## src/rtl/tile_match_ctrl.sv

```systemverilog
// ----------------------------------------------------------------------------
// tile_match_ctrl
// Controller for a 4x4 "memory" tile-matching game. The player moves a
// cursor with the four direction buttons. Select reveals the tile under the
// cursor, and a second select reveals another tile. Equal symbols are marked
// matched and the score goes up. Unequal symbols stay visible for
// MISMATCH_CYCLES cycles and are then hidden again. The board lives in an
// external RAM with a one-cycle read latency; this block only issues reads
// and single-cycle writes.
//
// Optional feature: define MOVE_COUNTER_EN to count attempted pairs on
// 'moves'. Without it, 'moves' is tied to zero.
//
// Parameters:
//   MISMATCH_CYCLES  cycles both tiles of a failed pair stay revealed
//   PAIRS            matched-pair count that ends the game
//
// Ports:
//   clock50MHz       single clock, rising edge
//   resetn           asynchronous active-low reset
//   btnUp/Down/Left/Right/Sel  level buttons, active-high
//   ramAddr          tile address to RAM port A
//   ramWrData        tile byte {revealed, matched, symbol[5:0]}
//   ramWe            one-cycle write enable
//   ramRdData        RAM read data, valid one cycle after ramAddr
//   cursor           cursor tile index {row, column}
//   score            matched pairs
//   done             high once score reaches PAIRS
//   busy             high outside IDLE and WAIT2
//   moves            attempted pairs (MOVE_COUNTER_EN only)
// ----------------------------------------------------------------------------
module tile_match_ctrl #(
    parameter int MISMATCH_CYCLES = 25000000,
    parameter int PAIRS           = 8
) (
    input  logic       clock50MHz,
    input  logic       resetn,
    input  logic       btnUp,
    input  logic       btnDown,
    input  logic       btnLeft,
    input  logic       btnRight,
    input  logic       btnSel,
    output logic [3:0] ramAddr,
    output logic [7:0] ramWrData,
    output logic       ramWe,
    input  logic [7:0] ramRdData,
    output logic [3:0] cursor,
    output logic [3:0] score,
    output logic       done,
    output logic       busy,
    output logic [7:0] moves
);

    typedef enum logic [3:0] {
        IDLE, RD1, CHK1, WAIT2, RD2, CHK2, WR_M1, WR_M2, SHOW, HIDE1, HIDE2
    } stateT;

    localparam int              ShowW    = (MISMATCH_CYCLES > 1) ? $clog2(MISMATCH_CYCLES) : 1;
    localparam logic [ShowW-1:0] ShowLast = ShowW'(MISMATCH_CYCLES - 1);
    localparam logic [3:0]       PairsMax = 4'(PAIRS);

    stateT            state;
    logic [4:0]       btnPrev;
    logic [4:0]       btnNow;
    logic [4:0]       press;
    logic             acceptInput;
    logic             selTake;
    logic [3:0]       cursorNext;
    logic [3:0]       tileA;
    logic [3:0]       tileB;
    logic [5:0]       symA;
    logic [5:0]       symB;
    logic [ShowW-1:0] showCnt;
    logic             tileTaken;

    // Bit order gives the priority used below: sel, up, down, left, right.
    assign btnNow      = {btnSel, btnUp, btnDown, btnLeft, btnRight};
    assign press       = btnNow & ~btnPrev;
    assign acceptInput = (state == IDLE) || (state == WAIT2);
    // A finished game ignores select, so a same-cycle move still goes through.
    assign selTake     = acceptInput && press[4] && !((state == IDLE) && done);
    assign tileTaken   = ramRdData[7] | ramRdData[6];

    // Cursor moves wrap inside the current row or column.
    always_comb begin
        cursorNext = cursor;
        if (acceptInput && !selTake) begin
            if (press[3])      cursorNext = {cursor[3:2] - 2'd1, cursor[1:0]};
            else if (press[2]) cursorNext = {cursor[3:2] + 2'd1, cursor[1:0]};
            else if (press[1]) cursorNext = {cursor[3:2], cursor[1:0] - 2'd1};
            else if (press[0]) cursorNext = {cursor[3:2], cursor[1:0] + 2'd1};
        end
    end

    // Game FSM. Every output is registered, so a write scheduled in a state
    // appears on the RAM port during the following cycle.
    always_ff @(posedge clock50MHz or negedge resetn) begin
        if (!resetn) begin
            state     <= IDLE;
            btnPrev   <= '0;
            ramAddr   <= '0;
            ramWrData <= '0;
            ramWe     <= 1'b0;
            cursor    <= '0;
            score     <= '0;
            done      <= 1'b0;
            busy      <= 1'b0;
            tileA     <= '0;
            tileB     <= '0;
            symA      <= '0;
            symB      <= '0;
            showCnt   <= '0;
`ifdef MOVE_COUNTER_EN
            moves     <= '0;
`endif
        end else begin
            btnPrev <= btnNow;
            ramWe   <= 1'b0;
            cursor  <= cursorNext;
            case (state)
                IDLE: begin
                    if (selTake) begin
                        tileA   <= cursor;
                        ramAddr <= cursor;
                        busy    <= 1'b1;
                        state   <= RD1;
                    end else begin
                        ramAddr <= cursorNext;
                    end
                end
                RD1: state <= CHK1;
                CHK1: begin
                    busy <= 1'b0;
                    if (tileTaken) begin
                        ramAddr <= cursor;
                        state   <= IDLE;
                    end else begin
                        ramWe     <= 1'b1;
                        ramAddr   <= tileA;
                        ramWrData <= {2'b10, ramRdData[5:0]};
                        symA      <= ramRdData[5:0];
                        state     <= WAIT2;
                    end
                end
                WAIT2: begin
                    if (selTake) begin
                        tileB   <= cursor;
                        ramAddr <= cursor;
                        busy    <= 1'b1;
                        state   <= RD2;
                    end else begin
                        ramAddr <= cursorNext;
                    end
                end
                RD2: state <= CHK2;
                CHK2: begin
                    // Re-selecting tile A lands here too: it already reads back revealed.
                    if (tileTaken) begin
                        ramAddr <= cursor;
                        busy    <= 1'b0;
                        state   <= WAIT2;
                    end else begin
                        ramWe     <= 1'b1;
                        ramAddr   <= tileB;
                        ramWrData <= {2'b10, ramRdData[5:0]};
                        symB      <= ramRdData[5:0];
`ifdef MOVE_COUNTER_EN
                        if (moves != 8'hFF) moves <= moves + 8'd1;
`endif
                        if (ramRdData[5:0] == symA) begin
                            state <= WR_M1;
                        end else begin
                            showCnt <= '0;
                            state   <= SHOW;
                        end
                    end
                end
                WR_M1: begin
                    ramWe     <= 1'b1;
                    ramAddr   <= tileA;
                    ramWrData <= {2'b11, symA};
                    state     <= WR_M2;
                end
                WR_M2: begin
                    ramWe     <= 1'b1;
                    ramAddr   <= tileB;
                    ramWrData <= {2'b11, symB};
                    if (score < PairsMax) score <= score + 4'd1;
                    done      <= (score + 4'd1 >= PairsMax);
                    busy      <= 1'b0;
                    state     <= IDLE;
                end
                SHOW: begin
                    if (showCnt == ShowLast) state <= HIDE1;
                    else                     showCnt <= showCnt + 1'b1;
                end
                HIDE1: begin
                    ramWe     <= 1'b1;
                    ramAddr   <= tileA;
                    ramWrData <= {2'b00, symA};
                    state     <= HIDE2;
                end
                HIDE2: begin
                    ramWe     <= 1'b1;
                    ramAddr   <= tileB;
                    ramWrData <= {2'b00, symB};
                    busy      <= 1'b0;
                    state     <= IDLE;
                end
                default: begin
                    busy  <= 1'b0;
                    state <= IDLE;
                end
            endcase
        end
    end

`ifndef MOVE_COUNTER_EN
    assign moves = 8'd0;
`endif

endmodule
```

## config.mk

```make
export PLATFORM = sky130hd
export DESIGN_NAME = tile_match_ctrl
export DESIGN_NICKNAME = d
export VERILOG_FILES = /design/src/rtl/tile_match_ctrl.sv
export SDC_FILE = /design/constraint.sdc
export NUM_CORES = 1
export LEC_CHECK = 0
export CAP_MARGIN = 40
export CORE_AREA = 2 2 110 112
export DETAILED_ROUTE_END_ITERATION = 6
export DIE_AREA = 0 0 112 114
export HOLD_SLACK_MARGIN = 0.12
export PLACE_DENSITY = 0.66
export SLEW_MARGIN = 10
export SYNTH_ARGS = -nofsm -noshare
export SYNTH_HDL_FRONTEND = slang
export SYNTH_SLANG_ARGS = --single-unit
export TNS_END_PERCENT = 5
```

## constraint.sdc

```tcl
create_clock -name clock50MHz -period 3.7 [get_ports clock50MHz]
set_input_delay 0.74 -clock clock50MHz [delete_from_list [all_inputs] [get_ports clock50MHz]]
set_output_delay 0.74 -clock clock50MHz [all_outputs]
set_load 0.05 [all_outputs]
```

==> qor.yml <==
met1_usage_pct: 21.5
crit_path_start: "state[0]"
final_area_um2: 5050
drc: 0
min_period_over_period_pct: 70.6
die_area_um2: 12800
cp_cell_sequence: "or4b_1 > nor4_1 > nand3_1 > xor2_1 > nor2_1"
diodes: 0
r2r_slack_ps: 1090
compound_area_share_pct: 16.2
highest_layer: "met4"
insertion_delay_ps: 340
setup_slack_ps: 1090
hold_buffers: 0
fp.dieW_um: 112
synth.avg_cell_area_um2: 9.82
area_growth_pct: 19.4
maxSlewViolCount: 0
clk_pin_slew_ps: 60
core_um2: 11700
fmax_mhz: 383
grt_most_used_layer: "met2"
p_total_mw: 4.26
grt_max_degree: 41
met1_length_um: 4460
die-height_um: 114
yosys.cell_count.top_type: "dfrtp_1"
row_count: 40
leakage_nw: 2.05
fin_skew_ps: 6.15
cts_max_level: 3
cts_tree: "done"
numCtsBuffers: 9
dp_hpwl_um: 6660
final.min_clock_period_ps: 2610
rr_endpoint: "showCnt[13]"
status: "finished clean"
edf_count: 0
simple_gate_area_share_pct: 19.5
cp_num_buf_inv: 0
hold_slack_ps: 364
worstSetupPathType: "reg -> reg"
syn_area_um2: 4230
cp.depth: 5
post_dp_cell_area_um2: 4740
synthDistinctLibCells: 63
max-clock-path-buffers: 2
dr.pass1.iters: 5
grt_pass1_vias: 3353
wl_per_cell_um: 15.7
max_slew_margin_pct: 46.0
pin_count: 46
area_leaders: "dfrtp_1 (46%), mux2_2 (5.1%), xor2_1 (3.7%), nor2_1 (3.2%), o21ai_0 (2.7%)"
fillers: 1139
endpoint: "showCnt[13]"
cts_resized: 0
use_met2_pct: 25.7
initial_utilization_pct: 36.1
cts_setup_buffers: 0
ys_cells: 431
syn_inst: 431
## registers in the layout, indices dropped and copies added (netlist names)
| register | count |
|---|---|
| btnPrev | 5 |
| busy | 1 |
| cursor | 4 |
| done | 1 |
| ramAddr | 4 |
| ramWe | 1 |
| ramWrData | 8 |
| score | 4 |
| showCnt | 25 |
| state | 4 |
| symA | 6 |
| symB | 6 |
| tileA | 4 |
| tileB | 4 |
## report_power, final
part	total [mW]	switching [mW]	internal (mW)
Combinational	1.81	1.10	0.708
Sequential	1.51	0.357	1.15
Clock	0.940	0.350	0.591
## area by class of cell
class	count	area, um^2	area share (%)
flip-flops and latches	77	1930	38.1
clock inverters	6	87.6	1.73
clock buffers	10	229	4.53
repair buffers	44	433	8.57
well taps	147	184	3.64
inverters	18	67.6	1.34
multi-input cells	315	2130	42.1
**Metal 3**

Scale: 2 px per um.
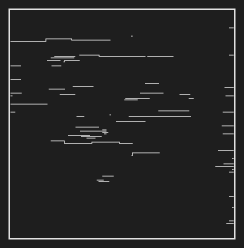
The layer carries 498 um of wire. 48 nets have wire on it. The wires run mostly horizontal.
Routed WL: 9670 um
met3 global-route usage: 4.25%
Vias: 3382

**Cell sizes after repair**

Scale: 4 px per um.
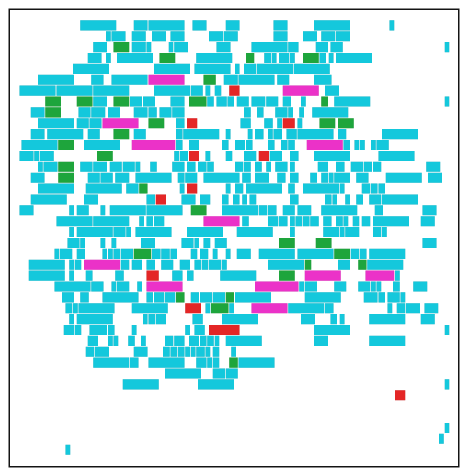
Key: cyan = x1 and smaller [cells 415, share 88%, most used dfrtp_1]; green = x2 [cells 32, share 6.8%, most used mux2_2]; red = x3 and x4 [cells 11, share 2.3%, most used buf_4]; magenta = x6 and larger [cells 12, share 2.6%, most used clkbuf_16]

